$ cat config.mk
export PLATFORM = sky130hd
export DESIGN_NAME = cdb_arbiter_flat
export DESIGN_NICKNAME = d
export VERILOG_FILES = /design/src/rtl/cdb_arbiter_pkg.sv /design/src/rtl/cdb_arbiter_if.sv /design/src/rtl/cdb_arbiter_rr.sv /design/src/rtl/cdb_arbiter.sv /design/src/flat_wrapper.sv
export SDC_FILE = /design/constraint.sdc
export NUM_CORES = 1
export LEC_CHECK = 0
export ABC_CLOCK_PERIOD_IN_PS = 4350
export CAP_MARGIN = 20
export CORE_MARGIN = 2
export CORE_UTILIZATION = 28
export CTS_BUF_LIST = sky130_fd_sc_hd__clkbuf_4 sky130_fd_sc_hd__clkbuf_8
export DETAILED_ROUTE_END_ITERATION = 10
export PLACE_DENSITY = 0.54
export SLEW_MARGIN = 20
export SYNTH_ARGS = -nofsm -noshare
export SYNTH_HDL_FRONTEND = slang
export SYNTH_SLANG_ARGS = --single-unit
$ cat constraint.sdc
create_clock -name clock -period 4.35 [get_ports clock]
set_input_delay 0.435 -clock clock [delete_from_list [all_inputs] [get_ports clock]]
set_output_delay 0.435 -clock clock [all_outputs]
set_load 0.05 [all_outputs]
$ cat src/rtl/cdb_arbiter_pkg.sv
// Shared CDB definitions: bus widths, broadcast/slot records and requester indices.
package cdb_arbiter_pkg;

   localparam int unsigned ROB_TAG_LEN = 5;
   localparam int unsigned XLEN        = 32;
   localparam int unsigned NUM_CDB_REQ = 4;

   typedef struct packed {
      logic                   valid;
      logic [ROB_TAG_LEN-1:0] rob_tag;
      logic [XLEN-1:0]        value;
   } CDB_DATA;

   typedef struct packed {
      logic                   valid;
      logic [ROB_TAG_LEN-1:0] rob_tag;
      logic [XLEN-1:0]        value;
   } CDB_REQ;

   typedef enum logic [1:0] {
      ALU_REQ  = 2'd0,
      MULT_REQ = 2'd1,
      LOAD_REQ = 2'd2,
      BR_REQ   = 2'd3
   } cdb_req_e;

endpackage

$ cat src/rtl/cdb_arbiter_if.sv
// Requester handshake and CDB broadcast signals shared by the functional units and the arbiter.
interface cdb_arbiter_if
   import cdb_arbiter_pkg::*;
#(
   parameter int unsigned NUM_REQ = NUM_CDB_REQ
);
   localparam int unsigned IDX_W = $clog2(NUM_REQ);

   logic [NUM_REQ-1:0]                  req_valid;
   logic [NUM_REQ-1:0][ROB_TAG_LEN-1:0] req_rob_tag;
   logic [NUM_REQ-1:0][XLEN-1:0]        req_value;
   logic [NUM_REQ-1:0]                  req_ready;
   CDB_DATA                             cdb_data;
   logic [IDX_W-1:0]                    cdb_src;

   modport master (
      output req_valid, req_rob_tag, req_value,
      input  req_ready, cdb_data, cdb_src
   );

   modport slave (
      input  req_valid, req_rob_tag, req_value,
      output req_ready, cdb_data, cdb_src
   );

endinterface

$ cat src/rtl/cdb_arbiter_rr.sv
// Combinational round-robin picker: first set request at or after ptr_i, wrapping modulo N.
module rr_arbiter #(
   parameter int unsigned N     = 4,
   parameter int unsigned IDX_W = $clog2(N)
) (
   input  logic [N-1:0]     req_i,
   input  logic [IDX_W-1:0] ptr_i,
   output logic [N-1:0]     grant_o,
   output logic [IDX_W-1:0] grant_idx_o
);

   int unsigned idx;
   logic        found;

   always_comb begin
      grant_o     = '0;
      grant_idx_o = '0;
      found       = 1'b0;
      idx         = 0;
      for (int unsigned k = 0; k < N; k++) begin
         // explicit wrap so non-power-of-two N never aliases
         idx = 32'(ptr_i) + k;
         if (idx >= N) begin
            idx = idx - N;
         end
         if (!found && req_i[idx]) begin
            found       = 1'b1;
            grant_o[idx] = 1'b1;
            grant_idx_o = IDX_W'(idx);
         end
      end
   end

endmodule

$ cat src/rtl/cdb_arbiter.sv
// CDB arbiter: one holding slot per functional unit, round-robin drain into a registered broadcast.
module cdb_arbiter
   import cdb_arbiter_pkg::*;
#(
   parameter int unsigned NUM_REQ     = NUM_CDB_REQ,
   parameter int unsigned REQ_IDX_LEN = $clog2(NUM_REQ)
) (
   input  logic         clock,
   input  logic         reset,
   input  logic         flush,
   cdb_arbiter_if.slave bus
);

   CDB_REQ                 slot_q [NUM_REQ];
   CDB_REQ                 slot_d [NUM_REQ];
   logic [REQ_IDX_LEN-1:0] rr_ptr_q, rr_ptr_d;
   CDB_DATA                cdb_q, cdb_d;
   logic [REQ_IDX_LEN-1:0] cdb_src_q, cdb_src_d;

   logic [NUM_REQ-1:0]     slot_vld;
   logic [NUM_REQ-1:0]     grant;
   logic [REQ_IDX_LEN-1:0] grant_idx;
   logic [NUM_REQ-1:0]     ready;

   always_comb begin
      slot_vld = '0;
      for (int unsigned i = 0; i < NUM_REQ; i++) begin
         slot_vld[i] = slot_q[i].valid;
      end
   end

   rr_arbiter #(
      .N     (NUM_REQ),
      .IDX_W (REQ_IDX_LEN)
   ) u_rr (
      .req_i       (slot_vld),
      .ptr_i       (rr_ptr_q),
      .grant_o     (grant),
      .grant_idx_o (grant_idx)
   );

   // a slot being drained this cycle can be refilled in the same cycle
   assign ready         = reset ? (~slot_vld | grant) : '0;
   assign bus.req_ready = ready;
   assign bus.cdb_data  = cdb_q;
   assign bus.cdb_src   = cdb_src_q;

   always_comb begin
      slot_d      = slot_q;
      rr_ptr_d    = rr_ptr_q;
      cdb_d       = cdb_q;
      cdb_d.valid = 1'b0;
      cdb_src_d   = cdb_src_q;

      for (int unsigned i = 0; i < NUM_REQ; i++) begin
         if (grant[i]) begin
            slot_d[i].valid = 1'b0;
         end
         if (bus.req_valid[i] && ready[i]) begin
            slot_d[i].valid   = 1'b1;
            slot_d[i].rob_tag = bus.req_rob_tag[i];
            slot_d[i].value   = bus.req_value[i];
         end
      end

      if (|grant) begin
         cdb_d.valid   = 1'b1;
         cdb_d.rob_tag = slot_q[grant_idx].rob_tag;
         cdb_d.value   = slot_q[grant_idx].value;
         cdb_src_d     = grant_idx;
         rr_ptr_d      = (32'(grant_idx) == NUM_REQ - 1) ? '0 : grant_idx + 1'b1;
      end

      // flush squashes held results and the broadcast that would have left this edge
      if (flush) begin
         for (int unsigned i = 0; i < NUM_REQ; i++) begin
            slot_d[i].valid = 1'b0;
         end
         cdb_d       = cdb_q;
         cdb_d.valid = 1'b0;
         cdb_src_d   = cdb_src_q;
         rr_ptr_d    = '0;
      end
   end

   always_ff @(posedge clock) begin
      if (!reset) begin
         for (int unsigned i = 0; i < NUM_REQ; i++) begin
            slot_q[i] <= '0;
         end
         rr_ptr_q  <= '0;
         cdb_q     <= '0;
         cdb_src_q <= '0;
      end else begin
         slot_q    <= slot_d;
         rr_ptr_q  <= rr_ptr_d;
         cdb_q     <= cdb_d;
         cdb_src_q <= cdb_src_d;
      end
   end

endmodule

$ cat src/flat_wrapper.sv
// flat-port wrapper written by rule: the top's interface ports become plain ports
module cdb_arbiter_flat import cdb_arbiter_pkg::*;
#(
   parameter int unsigned NUM_REQ     = NUM_CDB_REQ,
   parameter int unsigned REQ_IDX_LEN = $clog2(NUM_REQ)
)
  (clock, reset, flush, bus_req_valid, bus_req_rob_tag, bus_req_value, bus_req_ready, bus_cdb_data, bus_cdb_src);
  cdb_arbiter_if #(.NUM_REQ(NUM_REQ)) bus_i ();
  input  logic clock;
  input  logic reset;
  input  logic flush;
  input wire logic [$bits(bus_i.req_valid)-1:0] bus_req_valid;
  input wire logic [$bits(bus_i.req_rob_tag)-1:0] bus_req_rob_tag;
  input wire logic [$bits(bus_i.req_value)-1:0] bus_req_value;
  output wire logic [$bits(bus_i.req_ready)-1:0] bus_req_ready;
  output wire logic [$bits(bus_i.cdb_data)-1:0] bus_cdb_data;
  output wire logic [$bits(bus_i.cdb_src)-1:0] bus_cdb_src;
  assign bus_i.req_valid = bus_req_valid;
  assign bus_i.req_rob_tag = bus_req_rob_tag;
  assign bus_i.req_value = bus_req_value;
  assign bus_req_ready = bus_i.req_ready;
  assign bus_cdb_data = bus_i.cdb_data;
  assign bus_cdb_src = bus_i.cdb_src;
  cdb_arbiter #(.NUM_REQ(NUM_REQ), .REQ_IDX_LEN(REQ_IDX_LEN)) u_core (.clock(clock), .reset(reset), .flush(flush), .bus(bus_i));
endmodule
### The metal 1 layer, run 1

Drawn at 2 px/um. Supply wires on this layer in grey.
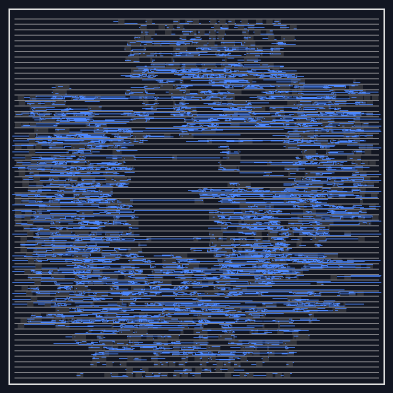
share of all routed wire: 46%
main direction: horizontal
nets with wire on the layer: 1,269

### Metal 2, run 1

Drawn at 2 px/um.
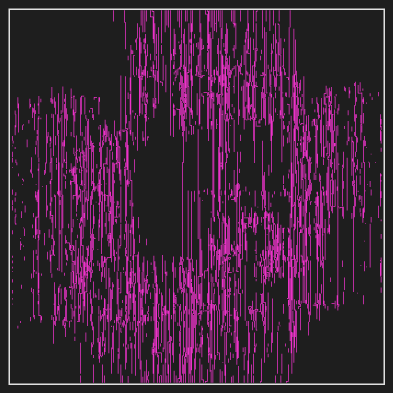
longest straight run: 76.2 um
share of all routed wire: 46%
main direction: vertical

==> out/results.tsv, run 1 <==
stage	metric	value	unit
floorplan	die_w	187	um
global_route	gr-total-overflow	0	
placed_design	placed_area	0.0116	mm^2
worst_setup_path	crit_path_start	u_core.rr_ptr_q[1]	
synth	synthesis.nets	1262	
finish	fillCellCount	3405	
placed_design	gp_congestion	0.857	
clocking	htreeDepth	4	
clocking	cts_buffers	17	
detailed_routing	routedWlPerCell	19.6	um
finish	lay_top_count	dfxtp_1	
job	max_cap_viol_count	0	
sta	slew_headroom	34.9	%
synth	synth_cell_types	50	
detailed_routing	remaining_drc_errors	0	
power	power_density	436	mW/mm^2
synth	yosysWarnings	0	
worst_setup_path	path_class	flop to primary output	
worst_setup_path	end_kind	primary output	
synth	top_area_share	41.6	%
sta	rsz0062_at_grt	false	
clocking	path_clk_slew	110	ps
worst_setup_path	critPathLaunchType	flop	
sta	max_freq	245	MHz
power	ir_drop	214	uV
synth	ys_area	0.00935	mm^2
status	outcome	finished, final reports clean	
clocking	clock-sinks	194	
sta	report.final.setup_viol	0	
sta	worst_slack	277	ps
job	tool_warnings	33	
floorplan	rows	66	
clocking	post-cts-setup-buffers	0	
worst_setup_path	crit-reg2reg-launch	u_core.rr_ptr_q[1]	
finish	fin_area	0.0120	mm^2
synth	top_cells_by_area	dfxtp_1 (42%), mux2i_1 (8.0%), nand2_1 (7.8%), a221oi_1 (7.1%), o22ai_1 (5.0%)	
worst_hold_path	hold_path_class	flop to flop	
### Metal 3, run 1

Drawn at 3 px/um.
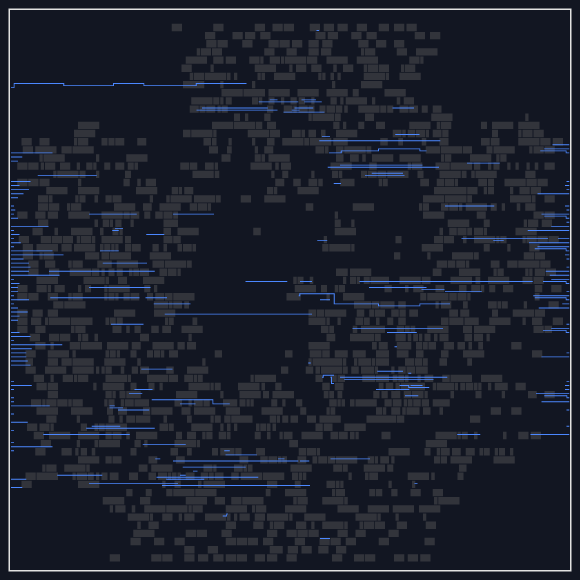
share of all routed wire: 5.8%
main direction: horizontal

run 1: final cells by class:
type                    instances  area, um^2  area share (%)
clock buffers                  21         277            2.31
clock inverters                11         119           0.992
inverters                      14        53.8           0.449
multi-input cells             772        4940            41.2
flip-flops and latches        194        3880            32.4
well taps                     442         553            4.61
repair buffers                222        2160            18.0
run 1: power breakdown:
| part | switching (uW) | internal, uW | total (uW) |
|---|---|---|---|
| Clock | 711 | 512 | 1220 |
| Sequential | 151 | 1970 | 2120 |
| Combinational | 1190 | 692 | 1880 |
| Total | 2050 | 3180 | 5230 |
run 1: what timing repair did:
item,CTS,global route
endpoints found under the setup margin,1,2
hold buffers,0,0
resized,1,2
run 1: through the flow:
stage               total power, uW  cells
global route                   5490   1676
detailed placement             4050   1644
CTS                            5270   1676
global placement               4040   1644
finish                         5230   1676
floorplan                      3360   1099
run 1: kinds of logic (layout without fill, tap and decap cells):
group	count (synthesis)	in the layout	synth area share, %
simple gates	421	421	20.4
xor+xnor	1	1	0.0937
fa+ha+maj	8	8	1.07
buf+inv	133	268	6.64
flops	194	194	41.6
compound gates	264	264	21.5
mux	78	78	8.75
run 1: synth_stat cells, drive strengths merged:
master,count
mux4,3
nand4bb,1
or4,2
nand3,39
nor2,89
o2111ai,1
clkbuf,87
and3b,1
a21o,3
dfxtp,194
and4,1
o22ai,75
a221oi,76
nand2b,3
o31ai,38
nand2,195
o21a,4
xnor2,1
buf,32
or3b,3
o21ai,14
mux2i,75
a21boi,3
ha,8
nand4,1
inv,13
o41ai,3
nor3b,4
a21oi,7
and2,4
nor2b,2
and3,74
a22o,1
nand3b,1
o31a,37
nor3,1
a211oi,1
a2111o,1
clkinv,1
run 1: final timing paths:
check                                     endpoint  cells after the start
worst max-delay path              bus_req_ready[2]                      8
worst max register to register  u_core.slot_q[144]                     10
worst min register to register  u_core.slot_q[136]                      2
worst min-delay path            u_core.slot_q[136]                      2
run 1: registers in the layout, indices dropped and copies added, names as in the netlist:
name and cells:
u_core.slot_q 152, u_core.rr_ptr_q 2, u_core.bus.cdb_src 2, u_core.bus.cdb_data 38
run 1: metal layers:
metal	global-route usage (%)	part of all wire, %	vias up
met5	0	0	-
met4	4.52	1.4	0
met3	3.91	5.7	28
met2	30.1	46	288
met1	25.1	46	4156
li1	-	-	4249
run 1: critical path, cell delays in order (launching register included):
cell and delay (ps):
dfxtp_1 550, inv_1 160, ha_1 490, mux4_2 660, nor3b_2 300, a2111o_1 260, nor2_1 80, nor2_1 110
dlygate4sd2_1 540
### Routing congestion, run 1

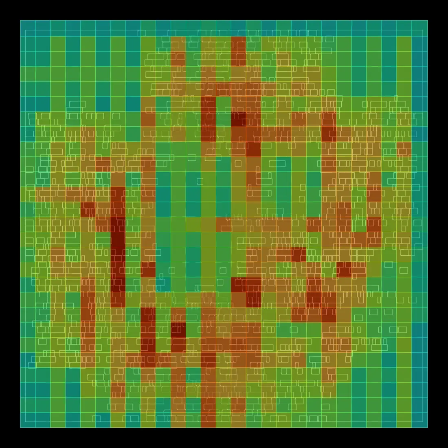

==> run 2: changes to the inputs <==
MAX_ROUTING_LAYER = met4   (was default)
### Routing congestion, run 2

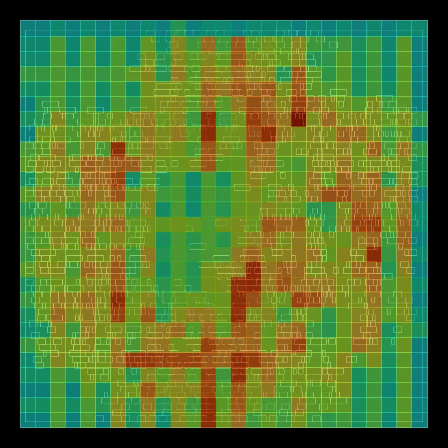
fin util: 36.7%
met1 usage in global routing: 25.4%
met2 Use GR: 29.8%
All-Layer GR Usage: 18.8%
M3 GR Usage: 3.48%

### Routed clock nets over the placement, run 2

Drawn at 1.5 px/um.
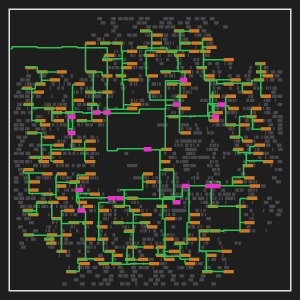
[orange] flip-flops | count: 194
[magenta] cells driving clock nets | count: 17
[green] clock wires | length: 2,580 um
flops lie: spread over the die

==> out/results.tsv, run 2 <==
stage	metric	value	unit	change
worst_setup_path	cp_slowest_stage_delay	660	ps	about the same
power	clkPwrFrac	23.0	%	was 23.4%
synth	async_flop_share	0	%	unchanged
worst_setup_path	crit_family	buffers and inverters		unchanged
worst_setup_path	crit_chain	inv_1 -> ha_1 -> mux4_2 -> nor3b_2 -> a2111o_1 -> nor2_1 -> nor2_1 -> dlygate4sd2_1		unchanged
synth	synth_cell_types	50		unchanged
sta	worst_slack	287	ps	was 277 ps
worst_setup_path	critPathSlowestCell	mux4_2		unchanged
synth	simple_gate_area_share	20.4	%	unchanged
sta	slew_headroom	37.3	%	was 34.9%
synth	logic_family	AND-OR/OR-AND gates		unchanged
synth	edf_count	0		unchanged
synth	ys_sh_xor	0.0937	%	unchanged
power	p_int	3100	uW	was 3180 uW
power	seqPwrFrac	40.8	%	was 40.6%
detailed_routing	vias	8708		was 8,721
sta	report.final.setup_viol	0		unchanged
detailed_routing	remaining_drc_errors	0		unchanged
synth	top_area_share	41.6	%	unchanged
worst_setup_path	cpMostUsedCell	nor2_1		unchanged
global_route	gr-total-overflow	0		unchanged
job	tool_warnings	33		unchanged
floorplan	rows	66		unchanged
synth	synthAdderAreaFrac	1.07	%	unchanged
clocking	htreeDepth	4		unchanged
power	ir_drop	192	uV	was 214 uV
finish	lay_top_count	dfxtp_1		unchanged
worst_setup_path	crit_buf_inv	2		unchanged
finish	regMostFlops	u_core.slot_q		unchanged
power	power_density	432	mW/mm^2	was 436 mW/mm^2
clocking	cts_resized	1		unchanged
clocking	post-cts-setup-buffers	0		unchanged
synth	synth.most_common_cell	nand2_1		unchanged
floorplan	die_w	187	um	unchanged
worst_setup_path	critPathLaunchType	flop		unchanged
worst_setup_path	path_class	flop to primary output		unchanged
synth	ff_type	dfxtp_1		unchanged
detailed_routing	routedWlPerCell	19.3	um	was 19.6 um
finish	fillCellCount	3415		was 3,405
synth	synth.top_cells.by_count	nand2_1 (195), dfxtp_1 (194), clkbuf_1 (87), nor2_1 (87), a221oi_1 (76)		unchanged
job	max_cap_viol_count	0		unchanged
synth	ys_area	0.00935	mm^2	unchanged
status	outcome	finished, final reports clean		unchanged
synth	yosys.area_share.aoi	21.5	%	unchanged
clocking	path_clk_slew	110	ps	about the same
-- run 2: cell counts after synthesis --
Identical to the previous run, type by type.
-- run 2: per-layer routing --
layer	global-route usage [%]	up-vias	wire, um
li1	-	4252	-
met1	25.4	4180	15400
met2	29.8	265	15200
met3	3.48	11	1410
met4	2.99	0	203
met5	-	-	0
-- run 2: cells by family after synthesis --
family	count (synthesis)
DFF	194
adders and majority gates	8
buffers and inverters	133
and+or+nand+nor	421
xor gates and xnor gates	1
AOI/OAI and AO/OA	264
muxes	78
-- run 2: area by class of cell --
cell class / instances / area (um^2) / share of cell area (%)
clock inverters: 15 / 166 / 1.39
well taps: 442 / 553 / 4.60
clock buffers: 17 / 234 / 1.95
multi-input cells: 772 / 4940 / 41.1
flip-flops and latches: 194 / 3880 / 32.3
repair buffers: 222 / 2180 / 18.2
inverters: 14 / 53.8 / 0.448
-- run 2: power by group through the flow --
stage	Sequential (uW)	Combinational, uW	Clock [uW]
after floorplan	2410	947	0
after global placement	2160	1870	0
after detailed placement	2160	1880	0
after CTS	2120	1890	1240
after global routing	2150	2030	1310
final	2120	1880	1200
-- run 2: per-stage QoR --
stage          cell area, um^2  cells  util, %  hold WS [ps]  total power, uW
6_report                 12000   1676     36.7           388             5200
5_1_grt                  12000   1676     36.7           360             5480
4_1_cts                  12000   1676     36.7           359             5250
3_5_place_dp             11600   1644     35.5           454             4050
3_3_place_gp             11600   1644     35.5           450             4030
2_1_floorplan             9350   1099        -           442             3360
-- run 2: worst register-to-register path: cells and delay by family, from the launching register on --
kind            cells  cell delay [ps]
fa+ha+maj           1              500
buf+inv             3              690
simple gates        3             1010
mux                 1              660
compound gates      2              180
flops               1              530
-- run 2: path summary, 6_finish.rpt --
kind	cells after the start	endpoint	start
max reg2reg	10	u_core.slot_q[137]	u_core.rr_ptr_q[1]
max	8	bus_req_ready[2]	u_core.rr_ptr_q[1]
min reg2reg	2	u_core.slot_q[135]	u_core.slot_q[135]
min	3	u_core.slot_q[33]	reset
==> run 3: changes to the inputs <==
SLEW_MARGIN = default   (was 20)
### Metal 3, run 3

Drawn at 3 px/um.
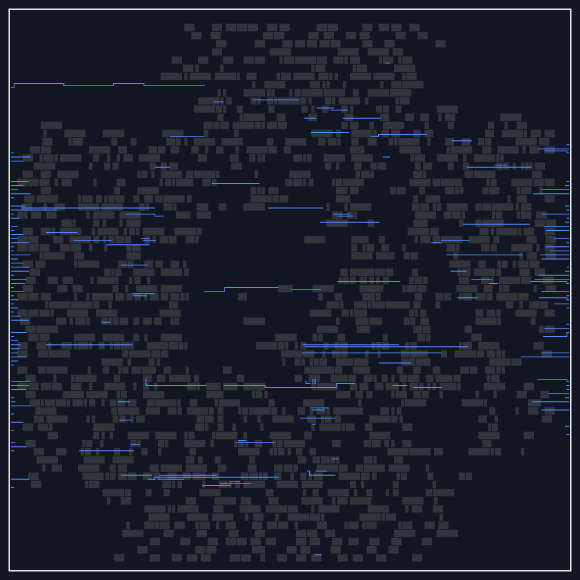
share of all routed wire: 4.4%
main direction: horizontal
nets with wire on the layer: 160
longest straight run: 53.8 um

==> out/results.tsv, run 3 <==
stage	metric	value	unit	change
status	outcome	finished, final reports clean		unchanged
job	max_cap_viol_count	0		unchanged
clocking	htreeDepth	4		unchanged
detailed_routing	viasPerCell	5.20		unchanged
clocking	post-cts-setup-buffers	0		unchanged
synth	ys_area	0.00935	mm^2	unchanged
worst_setup_path	end_kind	primary output		unchanged
worst_setup_path	critPathLaunchType	flop		unchanged
synth	ff_type	dfxtp_1		unchanged
power	power_density	432	mW/mm^2	unchanged
finish	lay_top_count	dfxtp_1		unchanged
detailed_routing	remaining_drc_errors	0		unchanged
finish	largest_register_ff_count	152		unchanged
clocking	hold_buffers	0		unchanged
synth	edf_count	0		unchanged
worst_hold_path	hold_path_class	input port to flop		unchanged
sta	report.final.setup_viol	0		unchanged
clocking	clock-sinks	194		unchanged
global_route	gr-total-overflow	0		unchanged
power	switching_share	40.3	%	unchanged
sta	slew_headroom	37.3	%	unchanged
detailed_routing	vias	8708		unchanged
placed_design	place_inst	1644		unchanged
synth	synthesis.nets	1262		unchanged
detailed_routing	routedWlPerCell	19.3	um	unchanged
synth	synth_cell_types	50		unchanged
job	tool_warnings	33		unchanged
power	p_int	3100	uW	unchanged
synth	syn_inst	1099		unchanged
worst_setup_path	path_class	flop to primary output		unchanged
floorplan	rows	66		unchanged
synth	top_cells_by_area	dfxtp_1 (42%), mux2i_1 (8.0%), nand2_1 (7.8%), a221oi_1 (7.1%), o22ai_1 (5.0%)		unchanged
power	ir_drop	192	uV	unchanged
sta	worst_slack	287	ps	unchanged
synth	synth.most_common_cell	nand2_1		unchanged
sta	max_freq	246	MHz	unchanged
synth	top_area_share	41.6	%	unchanged
placed_design	gp_congestion	0.814		unchanged
finish	stdcell_count	1676		unchanged
placed_design	placed_area	0.0116	mm^2	unchanged
power	clkPwrFrac	23.0	%	about the same
finish	fin_util	36.7	%	unchanged
synth	async_flop_share	0	%	unchanged
### Metal 2, run 3

Drawn at 2 px/um.
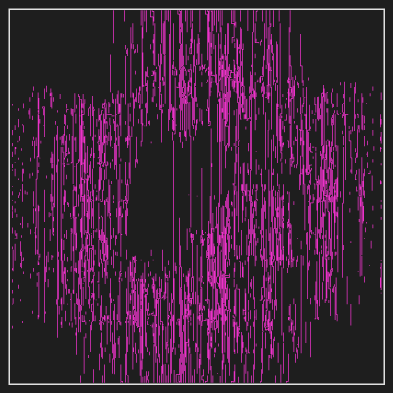
nets with wire on the layer: 1,068
share of all routed wire: 47%
wire length on this layer: 15,200 um

==> run 3: cell counts after synthesis <==
Identical to the previous run, type by type.
==> run 3: logic make-up after synthesis <==
| family | after synthesis | share of synthesized area [%] |
|---|---|---|
| AND/OR/NAND/NOR | 421 | 20.4 |
| multiplexers | 78 | 8.75 |
| XOR/XNOR | 1 | 0.0937 |
| buffers and inverters | 133 | 6.64 |
| adder cells (fa/ha/maj) | 8 | 1.07 |
| flip-flops | 194 | 41.6 |
| AND-OR/OR-AND | 264 | 21.5 |
==> run 3: final timing paths <==
check,start,cells after the start,end
hold reg to reg,u_core.slot_q[135],2,u_core.slot_q[135]
setup / recovery,u_core.rr_ptr_q[1],8,bus_req_ready[2]
setup reg to reg,u_core.rr_ptr_q[1],10,u_core.slot_q[137]
hold / removal,reset,3,u_core.slot_q[33]
==> run 3: final cells by class <==
type | instances | area, um^2
timing repair buffer | 222 | 2180
inverter | 14 | 53.8
tap | 442 | 553
fill | 3415 | 20700
sequential | 194 | 3880
clock inverter | 15 | 166
clock buffer | 17 | 234
multi-input combinational | 772 | 4940
==> run 3: critical path: stages (launching register included) <==
cell	delay (ps)
dfxtp_1	530
inv_1	150
ha_1	500
mux4_2	660
nor3b_2	300
a2111o_1	260
nor2_1	90
nor2_1	130
dlygate4sd2_1	540
==> run 3: what timing repair did <==
| action | in CTS | in global routing |
|---|---|---|
| pin swaps | 0 | 0 |
| resized | 1 | 2 |
| setup endpoints to repair | 1 | 2 |
==> run 3: routing by layer <==
layer | global-route usage (%) | wire, um
met2 | 29.8 | 15200
met3 | 3.48 | 1410
met1 | 25.4 | 15400
met4 | 2.99 | 203
met5 | - | 0
==> run 3: through the flow <==
stage	hold slack, ps	total power [uW]
2_1_floorplan	442	3360
3_3_place_gp	450	4030
3_5_place_dp	454	4050
4_1_cts	359	5250
5_1_grt	360	5480
6_report	388	5200
==> run 3: power groups by stage <==
stage	clock network [uW]	logic, uW	registers [uW]
floorplan	0	947	2410
global placement	0	1870	2160
detailed placement	0	1880	2160
CTS	1240	1890	2120
global route	1310	2030	2150
finish	1200	1880	2120
Power figures rest on the tool's default switching activity, not on a simulated workload.
